File: src/rtl/uart_crypt_pkg.sv
// ----------------------------------------------------------------------------
// uart_crypt_pkg
// Definitions shared by the UART encrypt (TX) and decrypt (RX) controllers:
//   - default FIFO depth and ack timeout
//   - 2-bit controller FSM state encoding
//   - byte cipher enc(p, k)
// No ports (package).
// ----------------------------------------------------------------------------
package uart_crypt_pkg;

  localparam int UC_DEPTH       = 4;
  localparam int UC_ACK_TIMEOUT = 16;

  typedef enum logic [1:0] {
    ST_IDLE      = 2'd0,
    ST_STROBE    = 2'd1,
    ST_WAIT_ACK  = 2'd2,
    ST_WAIT_DONE = 2'd3
  } ctrl_state_t;

  // Key is spread over the three byte fields: top 2 bits take k[1:0],
  // middle and low 3-bit fields each take the full key.
  function automatic logic [7:0] enc(input logic [7:0] p, input logic [2:0] k);
    return {p[7:6] ^ k[1:0], p[5:3] ^ k, p[2:0] ^ k};
  endfunction

endpackage

File: src/rtl/uart_crypt_fifo.sv
// ----------------------------------------------------------------------------
// uart_crypt_fifo
// DEPTH x WIDTH synchronous FIFO, first-word-fall-through head.
// Ports:
//   clk, rst_n  clock, async active-low reset
//   push, din   write din on the rising edge when push=1 (never while full)
//   pop         advance head on the rising edge when pop=1 (never while empty)
//   dout        current head entry
//   count       entries stored, 0..DEPTH
//   full/empty  count==DEPTH / count==0
// Push and pop in the same clock leave count unchanged.
// ----------------------------------------------------------------------------
module uart_crypt_fifo #(
  parameter int DEPTH = 4,
  parameter int WIDTH = 8
) (
  input  logic                   clk,
  input  logic                   rst_n,
  input  logic                   push,
  input  logic                   pop,
  input  logic [WIDTH-1:0]       din,
  output logic [WIDTH-1:0]       dout,
  output logic [$clog2(DEPTH):0] count,
  output logic                   full,
  output logic                   empty
);

  localparam int AW = $clog2(DEPTH);
  localparam int CW = AW + 1;

  logic [WIDTH-1:0] mem [DEPTH];
  logic [AW-1:0]    wr_ptr;
  logic [AW-1:0]    rd_ptr;

  // NOTE: the storage array is deliberately not reset; count and the pointers
  // decide which entries are valid, so resetting data would only add logic.
  always_ff @(posedge clk) begin
    if (push) mem[wr_ptr] <= din;
  end

  // NOTE: sequential state uses non-blocking assignments so every register
  // samples pre-edge values regardless of statement order.
  always_ff @(posedge clk or negedge rst_n) begin
    if (!rst_n) begin
      wr_ptr <= '0;
      rd_ptr <= '0;
      count  <= '0;
    end else begin
      // DEPTH is a power of two, so the pointers wrap naturally.
      if (push) wr_ptr <= wr_ptr + AW'(1);
      if (pop)  rd_ptr <= rd_ptr + AW'(1);
      case ({push, pop})
        2'b10:   count <= count + CW'(1);
        2'b01:   count <= count - CW'(1);
        default: count <= count;
      endcase
    end
  end

  assign dout  = mem[rd_ptr];
  assign full  = (count == CW'(DEPTH));
  assign empty = (count == '0);

endmodule

File: src/rtl/uart_crypt_tx_ctrl.sv
// ----------------------------------------------------------------------------
// uart_crypt_tx_ctrl
// Takes plaintext bytes from the host, buffers them, encrypts each one with
// the key (baud_select) sampled at pop time, and hands them to the UART
// transmitter one frame at a time over the Tx_WR / Tx_BUSY handshake.
//
// Ports:
//   clk, reset       clock, async active-low reset
//   baud_select[2:0] encryption key (same value that picks the baud rate)
//   DATA_IN[7:0]     plaintext byte; taken on an edge with VALID & READY
//   DATA_IN_VALID    host offers DATA_IN
//   DATA_IN_READY    registered: 1 iff buffer has room
//   Tx_DATA[7:0]     encrypted byte, stable from strobe until frame ends
//   Tx_WR            one-clock write strobe to the transmitter
//   Tx_BUSY          transmitter busy with a frame
//   fifo_count       bytes buffered, 0..DEPTH
//   ctrl_busy        FSM not idle or bytes still buffered
//   tx_err           sticky: Tx_BUSY never answered a strobe within ACK_TIMEOUT
//
// Build option UART_CRYPT_KEY_ROLL_EN: the effective key becomes
// baud_select ^ seq, where seq counts strobed bytes (timed-out ones included)
// so the receiver can roll its key in step.
// ----------------------------------------------------------------------------
module uart_crypt_tx_ctrl
  import uart_crypt_pkg::*;
#(
  parameter int DEPTH       = UC_DEPTH,
  parameter int ACK_TIMEOUT = UC_ACK_TIMEOUT
) (
  input  logic                   clk,
  input  logic                   reset,
  input  logic [2:0]             baud_select,
  input  logic [7:0]             DATA_IN,
  input  logic                   DATA_IN_VALID,
  output logic                   DATA_IN_READY,
  output logic [7:0]             Tx_DATA,
  output logic                   Tx_WR,
  input  logic                   Tx_BUSY,
  output logic [$clog2(DEPTH):0] fifo_count,
  output logic                   ctrl_busy,
  output logic                   tx_err
);

  localparam int CW = $clog2(DEPTH) + 1;
  localparam int TW = $clog2(ACK_TIMEOUT + 1);

  ctrl_state_t   state_q, state_d;
  logic          push;
  logic          pop;
  logic          ack_timeout;
  logic          fifo_full;
  logic          fifo_empty;
  logic [7:0]    fifo_head;
  logic [CW-1:0] count_next;
  logic [TW-1:0] timer_q;
  logic [2:0]    key_now;

`ifdef UART_CRYPT_KEY_ROLL_EN
  logic [2:0] seq_q;

  // Every strobe advances seq, whether or not the byte is later acked.
  always_ff @(posedge clk or negedge reset) begin
    if (!reset)                   seq_q <= '0;
    else if (state_q == ST_STROBE) seq_q <= seq_q + 3'd1;
  end

  assign key_now = baud_select ^ seq_q;
`else
  assign key_now = baud_select;
`endif

  assign push = DATA_IN_VALID & DATA_IN_READY & ~fifo_full;

  uart_crypt_fifo #(
    .DEPTH (DEPTH),
    .WIDTH (8)
  ) u_fifo (
    .clk   (clk),
    .rst_n (reset),
    .push  (push),
    .pop   (pop),
    .din   (DATA_IN),
    .dout  (fifo_head),
    .count (fifo_count),
    .full  (fifo_full),
    .empty (fifo_empty)
  );

  // Next-edge occupancy, so READY can be registered without a combinational
  // path from Tx_BUSY or pop to the host.
  // NOTE: combinational blocks use blocking assignments and give every output
  // a default first, so no latch can be inferred.
  always_comb begin
    count_next = fifo_count;
    if (push && !pop)      count_next = fifo_count + CW'(1);
    else if (pop && !push) count_next = fifo_count - CW'(1);
  end

  always_ff @(posedge clk or negedge reset) begin
    if (!reset) state_q <= ST_IDLE;
    else        state_q <= state_d;
  end

  always_comb begin
    state_d     = state_q;
    pop         = 1'b0;
    ack_timeout = 1'b0;
    case (state_q)
      ST_IDLE: begin
        // Holding off while Tx_BUSY is high keeps Tx_WR out of a live frame.
        if (!fifo_empty && !Tx_BUSY) begin
          pop     = 1'b1;
          state_d = ST_STROBE;
        end
      end
      ST_STROBE:   state_d = ST_WAIT_ACK;
      ST_WAIT_ACK: begin
        if (Tx_BUSY) begin
          state_d = ST_WAIT_DONE;
        end else if (timer_q == TW'(ACK_TIMEOUT - 1)) begin
          ack_timeout = 1'b1;
          state_d     = ST_IDLE;
        end
      end
      ST_WAIT_DONE: if (!Tx_BUSY) state_d = ST_IDLE;
      default:      state_d = ST_IDLE;
    endcase
  end

  always_ff @(posedge clk or negedge reset) begin
    if (!reset) begin
      DATA_IN_READY <= 1'b0;
      Tx_DATA       <= '0;
      Tx_WR         <= 1'b0;
      timer_q       <= '0;
      tx_err        <= 1'b0;
    end else begin
      DATA_IN_READY <= (count_next < CW'(DEPTH));
      // Key is captured with the byte; later baud_select changes wait for
      // the next pop.
      if (pop) Tx_DATA <= enc(fifo_head, key_now);
      // Registered strobe: one clock, launched by the STROBE state.
      Tx_WR <= (state_q == ST_STROBE);
      if (state_q != ST_WAIT_ACK) timer_q <= '0;
      else                        timer_q <= timer_q + TW'(1);
      if (ack_timeout) tx_err <= 1'b1;
    end
  end

  assign ctrl_busy = (state_q != ST_IDLE) || !fifo_empty;

endmodule

File: config.mk
export PLATFORM = sky130hd
export DESIGN_NAME = uart_crypt_tx_ctrl
export DESIGN_NICKNAME = d
export VERILOG_FILES = /design/src/rtl/uart_crypt_pkg.sv /design/src/rtl/uart_crypt_fifo.sv /design/src/rtl/uart_crypt_tx_ctrl.sv
export SDC_FILE = /design/constraint.sdc
export NUM_CORES = 1
export LEC_CHECK = 0
export CAP_MARGIN = 10
export CORE_MARGIN = 4
export CORE_UTILIZATION = 39
export CTS_CLUSTER_DIAMETER = 150
export CTS_CLUSTER_SIZE = 12
export DETAILED_ROUTE_END_ITERATION = 10
export GPL_TIMING_DRIVEN = 1
export PLACE_DENSITY = 0.65
export SETUP_SLACK_MARGIN = 0.02
export SYNTH_ARGS = -nofsm -noshare
export SYNTH_HDL_FRONTEND = slang
export SYNTH_SLANG_ARGS = --single-unit
File: constraint.sdc
create_clock -name clk -period 2.27 [get_ports clk]
set_input_delay 0.227 -clock clk [delete_from_list [all_inputs] [get_ports clk]]
set_output_delay 0.227 -clock clk [all_outputs]
set_load 0.05 [all_outputs]
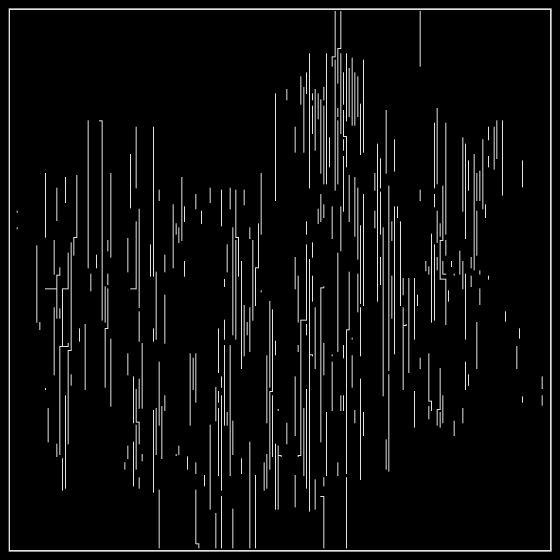
layer_met2.png
main direction: vertical
longest straight run: 40.8 um
nets with wire on the layer: 191
share of all routed wire: 51%
count of vias placed by the detailed router: 1,341
WL final: 4390 um
global routing usage on met2: 22.2%

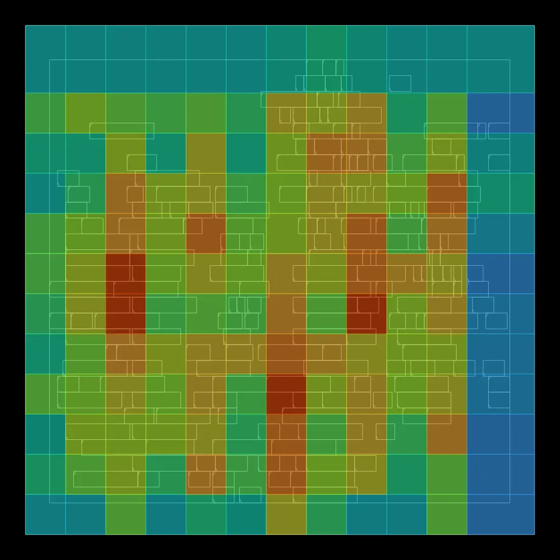
congestion.png
met1 Use GR: 16.6%
wire length per cell: 16.0 um

==> results_slide.txt <==
Physical Implementation Snapshot

Outcome
  • Result of the run: finished clean

Global route
  • Vias in the first global route: 1,496
  • Wire length of the first global-routing pass: 7600 um
  • Maximum number of pins on one net before global-route repair: 14

Cells and area
  • Net total in the final layout: 221
  • Total area of sequential cells: 1590 um2
  • Flip-flop and latch count: 57
  • Plain + repair buffers: 33
  • Final Non-Filler Cells: 274
  • Antenna diodes: 0
  • Fraction of area in non-clock buffers: 10.4%
  • Layout cell share with drive strength beyond 1: 21.1%
  • ClkCell Share: 7.15%
  • Non-clock inverter instance count of the final layout: 11
  • Finished layout cell area: 3060 um2
  • Area-dominant cell class after layout: flip-flops and latches

Yosys
  • Post-synth top cells: edfxtp_1 (32), dfrtp_1 (25), ha_1 (12)
  • Share of synthesized registers carrying an async set or reset: 43.9%
  • Top cell type by total area after synthesis: edfxtp_1
  • Summed standard-cell area reported by yosys: 2460 um2
  • AND/OR/NAND/NOR Cells, Area Fraction: 6.19%
  • Top cells by area: edfxtp_1 (39%), dfrtp_1 (25%), mux4_2 (7.3%)

Place
  • Final HPWL DP: 3120 um
  • Post-Place Worst Slack: 0.287 ns

Final timing
  • Pins over their slew limit: 0
  • Highest Clock Rate: 501 MHz
  • Worst hold-check slack: 0.273 ns
  • Slew at the pin closest to its max-slew limit: 0.589 ns

Setup path
  • Slowest cell on crit path: dfrtp_2
  • Data arrival time of the critical path: 2.24 ns
  • Critical Path, Cell by Cell: inv_1, ha_1, nor2b_2, nor4_4, ha_1, nor3b_1, a21oi_1, o221ai_1
  • CP peak stage delay: 0.40 ns
  • CP Capture Point: u_fifo.count[2]$_DFFE_PN0P_
  • Critical Path Start Type: flip-flop
  • R2R setup slack: 0.28 ns
  • Largest fanout of any net on the critical path: 7
  • Depth of the worst register-to-register path: 8
  • Worst endpoint required time: 2.51 ns

Floorplanning
  • Fraction of the core area occupied by cells at floorplan: 40.9%
  • Number of placed I/O pins: 30
  • Area of the chip: 7660 um2
  • Width of the chip: 87.5 um

Route
  • Metal1 wirelength: 1850 um
  • Post-DRT Antenna Nets: 0
  • Routed wl met3: 219 um

CTS
  • TritonCTS Sinks: 57
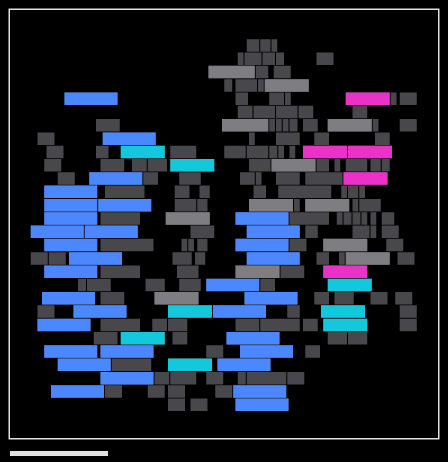
flops_by_reg.png
Bar = 20 um. Other sequential cells in the stronger grey, the rest of the logic in the fainter grey.
| netlist name | colour | placed flops |
|---|---|---|
| Tx_DATA | cyan | 8 |
| u_fifo.mem | blue | 32 |
| timer_q | magenta | 5 |
final core occ: 50.9%
Seq power: 0.00152 W

-- registers in the layout, indices dropped and copies added (netlist names) --
name           count
tx_err             1
Tx_DATA            8
Tx_WR              1
u_fifo.count       3
u_fifo.rd_ptr      2
u_fifo.mem        32
state_q            2
timer_q            5
u_fifo.wr_ptr      2
DATA_IN_READY      1
-- placed cells by master, fill, tap and decap left out, types with 5 or more instances in the layout --
master,instances
buf_4,5
clkbuf_8,10
mux4_2,8
mux2_2,7
clkdlybuf4s50_1,28
nor2_1,7
edfxtp_1,32
nand2_1,6
o21ai_0,5
dfrtp_1,23
inv_1,11
ha_1,12
xor2_1,11
-- report_power, final --
group | switching, W | internal [W]
registers | 0.000215 | 0.00131
logic | 0.000823 | 0.000660
clock network | 0.000389 | 0.000640
Power is estimated from default activity; no workload was simulated.
